`config.mk`:
```
export PLATFORM = sky130hd
export DESIGN_NAME = usb_pipe_frame_scheduler
export DESIGN_NICKNAME = d
export VERILOG_FILES = /design/src/rtl/usb_pipe_frame_scheduler.sv
export SDC_FILE = /design/constraint.sdc
export NUM_CORES = 1
export LEC_CHECK = 0
export ABC_AREA = 1
export ABC_CLOCK_PERIOD_IN_PS = 4700
export CORE_MARGIN = 2
export CORE_UTILIZATION = 54
export DETAILED_ROUTE_END_ITERATION = 16
export PLACE_DENSITY_LB_ADDON = 0.1
export RECOVER_POWER = 100
export SLEW_MARGIN = 25
export SYNTH_ARGS = -nofsm -noshare
export SYNTH_HDL_FRONTEND = slang
export SYNTH_SLANG_ARGS = --single-unit
```
`constraint.sdc`:
```
create_clock -name clk -period 4.7 [get_ports clk]
set_input_delay 0.94 -clock clk [delete_from_list [all_inputs] [get_ports clk]]
set_output_delay 0.94 -clock clk [all_outputs]
set_load 0.01 [all_outputs]
```
`src/rtl/usb_pipe_frame_scheduler.sv`:
```
// Frames pixel and telemetry words into the pipe-out FIFO: flush, header, round-robin stream, trailer.
// Optional build macro USB_PIPE_SCHED_CHECKSUM_EN adds an XOR checksum word to the trailer.
module usb_pipe_frame_scheduler #(
    parameter int unsigned FRAME_WORDS   = 1024,
    parameter int unsigned RST_CYCLES    = 16,
    parameter int unsigned SETTLE_CYCLES = 8,
    parameter logic [31:0] HDR_MAGIC     = 32'hA5A5_0001
) (
    input  logic        clk,
    input  logic        reset,
    input  logic        start,
    input  logic        abort,
    input  logic        pix_valid,
    input  logic [31:0] pix_data,
    output logic        pix_ready,
    input  logic        tel_valid,
    input  logic [31:0] tel_data,
    output logic        tel_ready,
    input  logic        fifo_full,
    output logic        fifo_wr_en,
    output logic [31:0] fifo_din,
    output logic        fifo_wr_reset,
    output logic        fifo_rd_reset,
    output logic        busy,
    output logic        frame_done,
    output logic [15:0] frame_count,
    output logic        overflow
);
    typedef enum logic [2:0] {
        S_IDLE, S_FLUSH, S_SETTLE, S_HEADER, S_STREAM, S_TRAILER, S_DONE
    } state_t;

    localparam logic [31:0] RST_LAST    = 32'(RST_CYCLES - 1);
    localparam logic [31:0] SETTLE_LAST = 32'(SETTLE_CYCLES - 1);
    localparam logic [15:0] PIX_LAST    = 16'(FRAME_WORDS - 1);
`ifdef USB_PIPE_SCHED_CHECKSUM_EN
    localparam logic [31:0] TRL_LAST    = 32'd1;
`else
    localparam logic [31:0] TRL_LAST    = 32'd0;
`endif
    localparam logic GNT_PIX = 1'b0;
    localparam logic GNT_TEL = 1'b1;

    state_t      state_q, state_d;
    logic [31:0] cnt_q, cnt_d;
    logic [15:0] pix_count_q, pix_count_d;
    logic [15:0] tel_count_q, tel_count_d;
    logic [15:0] frame_count_q, frame_count_d;
    logic        last_grant_q, last_grant_d;
    logic        wr_en_q, wr_en_d;
    logic [31:0] din_q, din_d;
    logic        overflow_q, overflow_d;
`ifdef USB_PIPE_SCHED_CHECKSUM_EN
    logic [31:0] csum_q, csum_d;
`endif

    logic        grant;
    logic        stream_open;
    logic        pix_acc, tel_acc;
    logic [31:0] acc_word;
    logic        start_acc;

    // Round-robin: on a tie the source not granted last wins.
    always_comb begin
        if (pix_valid && tel_valid) begin
            grant = (last_grant_q == GNT_TEL) ? GNT_PIX : GNT_TEL;
        end else if (tel_valid) begin
            grant = GNT_TEL;
        end else begin
            grant = GNT_PIX;
        end
    end

    assign stream_open = (state_q == S_STREAM) && !fifo_full && !abort;
    assign pix_ready   = stream_open && (grant == GNT_PIX);
    assign tel_ready   = stream_open && (grant == GNT_TEL);
    assign pix_acc     = pix_valid && pix_ready;
    assign tel_acc     = tel_valid && tel_ready;
    assign acc_word    = pix_acc ? pix_data : tel_data;
    assign start_acc   = (state_q == S_IDLE) && start && !abort;

    always_comb begin
        state_d       = state_q;
        cnt_d         = cnt_q;
        pix_count_d   = pix_count_q;
        tel_count_d   = tel_count_q;
        frame_count_d = frame_count_q;
        last_grant_d  = last_grant_q;
        wr_en_d       = 1'b0;
        din_d         = din_q;
`ifdef USB_PIPE_SCHED_CHECKSUM_EN
        csum_d        = csum_q;
`endif
        case (state_q)
            S_IDLE: begin
                if (start_acc) begin
                    state_d     = S_FLUSH;
                    cnt_d       = '0;
                    pix_count_d = '0;
                    tel_count_d = '0;
`ifdef USB_PIPE_SCHED_CHECKSUM_EN
                    csum_d      = '0;
`endif
                end
            end
            S_FLUSH: begin
                if (cnt_q == RST_LAST) begin
                    cnt_d   = '0;
                    state_d = (SETTLE_CYCLES == 0) ? S_HEADER : S_SETTLE;
                end else begin
                    cnt_d = cnt_q + 32'd1;
                end
            end
            S_SETTLE: begin
                if (cnt_q == SETTLE_LAST) begin
                    cnt_d   = '0;
                    state_d = S_HEADER;
                end else begin
                    cnt_d = cnt_q + 32'd1;
                end
            end
            S_HEADER: begin
                if (!fifo_full) begin
                    wr_en_d = 1'b1;
                    if (cnt_q == 32'd0) begin
                        din_d = HDR_MAGIC;
                        cnt_d = 32'd1;
                    end else begin
                        din_d   = {16'h0, frame_count_q};
                        cnt_d   = '0;
                        state_d = S_STREAM;
                    end
                end
            end
            S_STREAM: begin
                if (pix_acc || tel_acc) begin
                    wr_en_d      = 1'b1;
                    din_d        = acc_word;
                    last_grant_d = grant;
`ifdef USB_PIPE_SCHED_CHECKSUM_EN
                    csum_d       = csum_q ^ acc_word;
`endif
                    if (pix_acc) begin
                        pix_count_d = pix_count_q + 16'd1;
                        if (pix_count_q == PIX_LAST) begin
                            state_d = S_TRAILER;
                        end
                    end else if (tel_count_q != 16'hFFFF) begin
                        tel_count_d = tel_count_q + 16'd1;
                    end
                end
            end
            S_TRAILER: begin
                if (!fifo_full) begin
                    wr_en_d = 1'b1;
`ifdef USB_PIPE_SCHED_CHECKSUM_EN
                    din_d = (cnt_q == 32'd0) ? {tel_count_q, pix_count_q} : csum_q;
`else
                    din_d = {tel_count_q, pix_count_q};
`endif
                    if (cnt_q == TRL_LAST) begin
                        cnt_d         = '0;
                        state_d       = S_DONE;
                        frame_count_d = frame_count_q + 16'd1;
                    end else begin
                        cnt_d = cnt_q + 32'd1;
                    end
                end
            end
            S_DONE: begin
                state_d = S_IDLE;
            end
            default: begin
                state_d = S_IDLE;
            end
        endcase

        // Abort kills any commit in this cycle; a word registered last cycle still goes out.
        if (abort && (state_q != S_IDLE)) begin
            state_d       = S_IDLE;
            cnt_d         = '0;
            wr_en_d       = 1'b0;
            din_d         = din_q;
            frame_count_d = frame_count_q;
        end
    end

    // Sticky margin violation: the registered write landed while the FIFO reported almost-full.
    assign overflow_d = start_acc ? 1'b0 : (overflow_q | (wr_en_q & fifo_full));

    always_ff @(posedge clk or posedge reset) begin
        if (reset) begin
            state_q       <= S_IDLE;
            cnt_q         <= '0;
            pix_count_q   <= '0;
            tel_count_q   <= '0;
            frame_count_q <= '0;
            last_grant_q  <= GNT_TEL;
            wr_en_q       <= 1'b0;
            din_q         <= '0;
            overflow_q    <= 1'b0;
`ifdef USB_PIPE_SCHED_CHECKSUM_EN
            csum_q        <= '0;
`endif
        end else begin
            state_q       <= state_d;
            cnt_q         <= cnt_d;
            pix_count_q   <= pix_count_d;
            tel_count_q   <= tel_count_d;
            frame_count_q <= frame_count_d;
            last_grant_q  <= last_grant_d;
            wr_en_q       <= wr_en_d;
            din_q         <= din_d;
            overflow_q    <= overflow_d;
`ifdef USB_PIPE_SCHED_CHECKSUM_EN
            csum_q        <= csum_d;
`endif
        end
    end

    assign fifo_wr_en    = wr_en_q;
    assign fifo_din      = din_q;
    assign fifo_wr_reset = (state_q == S_FLUSH);
    assign fifo_rd_reset = (state_q == S_FLUSH);
    assign busy          = (state_q != S_IDLE);
    assign frame_done    = (state_q == S_DONE);
    assign frame_count   = frame_count_q;
    assign overflow      = overflow_q;
endmodule
```
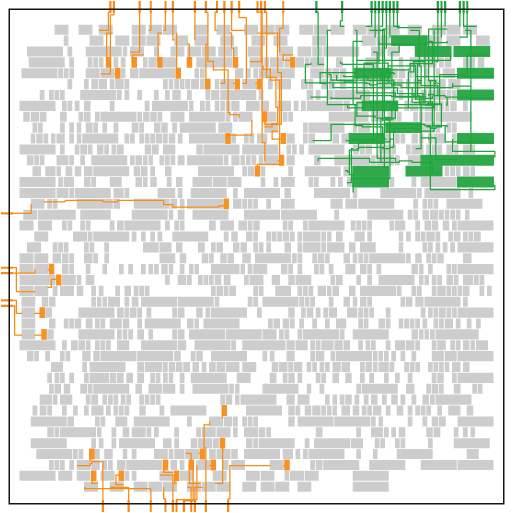
*Port wiring*
(4 px per um)
- orange: tel_data (direction input; end cells 32; buffers 32; wire 684 um)
- green: frame_count (direction output; end cells 16; buffers 16; wire 1230 um)

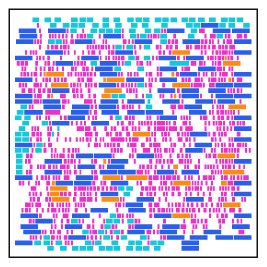
*Placed cells, one colour a class*
(2 px per um)
- cyan: remaining buffers and delay cells (cells 130)
- orange: clock drivers and dummy loads (cells 32)
- magenta: remaining logic cells (cells 970)
- blue: sequential cells (cells 118)

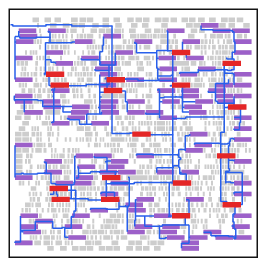
*Clock distribution*
(2 px per um)
- red: clock-net drivers (count 17)
- purple: flip-flops (count 118)
- blue: clock wires (length 1680 um)
- flops lie: spread over the die
- routed clock nets: 18

==> run notes <==
The run finished, with violations left. The checks that failed: max-capacitance violations, max-slew violations. For the number of setup violations in the final report, the log shows 0.

The floorplan report gives the top-level pin count as 127. With the worst-case clock buffer depth at 2, the DRC violation total after the first TritonRoute iteration is 644. Number of synthesis warnings: 0. The tools report the yosys synthesis chip area as 7680 um^2.

Power spread over the standard cell area amounts to 445.2 nW/um^2. The buffer_ports step reported a buffer count of 126. For the placed standard-cell area, the log shows 8965 um^2.

TritonCTS built the clock tree. For the synthesized netlist net count, the log shows 1201. TritonRoute reported its final design rule violation total as 0. The run gives 0 as the initial antenna violation count. The run gives 7931 as the total number of vias. Buffers inserted during clock tree synthesis total 17. The fraction of registers with async set/reset is 100.0%.

The die extent in x was 123.3 um; the number of violations of the max-capacitance limit was 1. Counting instances in the post-synthesis netlist gives the leading cell types as sky130_fd_sc_hd__nand2_1, sky130_fd_sc_hd__nor2_1, sky130_fd_sc_hd__dfrtp_1, sky130_fd_sc_hd__inv_1, sky130_fd_sc_hd__nand3_1. The number of cells in Yosys stat came out at 1125. In the final layout, flip-flops and latches occupy 2954 um^2. For the count of final max-slew check failures, the log shows 35. Looking at the post-CTS report, the setup buffer insertion count equals 0. Summing over the stages, the warning tally comes to 27. In the final routed layout, each cell accounts on average for 15.87 um. The tools report the final HPWL from detailed placement as 15970 um. The first global-routing pass estimated 36390 um of wire.

The run gives 19 for the largest fanout on the critical path. The run gives 1313 for the total number of nets in the final design.
[state kept, by name, summed over array words and instances, names as in the netlist]
register	count
pix_count_q	16
overflow	1
state_q	3
tel_count_q	16
frame_count	16
fifo_wr_en	1
cnt_q	32
last_grant_q	1
fifo_din	32
[layout by cell type (no fill, tap or decap), types with 6 or more instances in the layout]
cell                              netlist  final
sky130_fd_sc_hd__nand4_1               42     42
sky130_fd_sc_hd__nand3_1               94     95
sky130_fd_sc_hd__dlygate4sd3_1          0     57
sky130_fd_sc_hd__a31oi_1                6      6
sky130_fd_sc_hd__o21ai_0               43     51
sky130_fd_sc_hd__nor2_1               129    131
sky130_fd_sc_hd__clkbuf_1               9      6
sky130_fd_sc_hd__inv_1                102    102
sky130_fd_sc_hd__dfrtp_1              117    117
sky130_fd_sc_hd__nor3_1                31     32
sky130_fd_sc_hd__xor2_1                30     30
sky130_fd_sc_hd__nand2_1              399    400
sky130_fd_sc_hd__a21oi_1               17     17
sky130_fd_sc_hd__clkbuf_16              0     17
sky130_fd_sc_hd__xnor2_1                8      8
sky130_fd_sc_hd__clkdlybuf4s50_1        0     69
[power breakdown]
group          total (mW)  switching [mW]  internal, mW
Combinational        1.60            1.06         0.541
Clock                1.27           0.469         0.803
Sequential           1.36           0.158          1.20
[logic make-up after synthesis]
| family | Yosys count | synth area share [%] |
|---|---|---|
| xor gates and xnor gates | 38 | 4.334 |
| DFF | 118 | 38.47 |
| and+or+nand+nor | 725 | 40.99 |
| adders and majority gates | 5 | 0.8146 |
| AOI/OAI and AO/OA | 91 | 6.729 |
| buffers and inverters | 148 | 8.667 |
[through the flow]
step | utilization (%) | std cells | power, mW
2_1_floorplan | - | 1125 | 2.468
3_3_place_gp | 64.57 | 1397 | 3.038
3_5_place_dp | 64.58 | 1397 | 3.047
4_1_cts | 68.69 | 1429 | 4.322
5_1_grt | 68.40 | 1430 | 4.470
6_report | 68.40 | 1430 | 4.227
[per-layer routing]
layer	track usage (%)	part of all wire, %	up-vias
met5	0	0	-
met4	13.00	2.8	0
met3	5.673	6.1	52
met2	48.25	47	319
met1	42.35	44	3712
li1	-	-	3848
[final timing paths]
check | endpoint | slack (ns) | cells after the start
setup / recovery | cnt_q[14] | 0.80 | 6
max in group asynchronous | tel_count_q[6] | 1.54 | 4
hold reg to reg | fifo_din[29] | 0.47 | 2
hold / removal | fifo_din[29] | 0.47 | 2
min in group asynchronous | frame_count[7] | 1.21 | 2
setup reg to reg | cnt_q[14] | 1.28 | 7
[final cells by class]
class                      count  area share (%)
clock buffer                  23           4.929
timing repair buffer         130           13.71
sequential                   118           31.11
inverter                     111           4.481
tap                          180           2.372
multi-input combinational    859           42.33
clock inverter                 9           1.067
[worst max-delay path: stages]
cell and delay [ns]:
sky130_fd_sc_hd__dlygate4sd3_1 0.78, sky130_fd_sc_hd__nand2_2 0.29, sky130_fd_sc_hd__nand3_1 0.26, sky130_fd_sc_hd__nand2_1 0.45, sky130_fd_sc_hd__nor2_1 1.25, sky130_fd_sc_hd__nor2_1 0.13
Power and IR drop assume default switching activity.
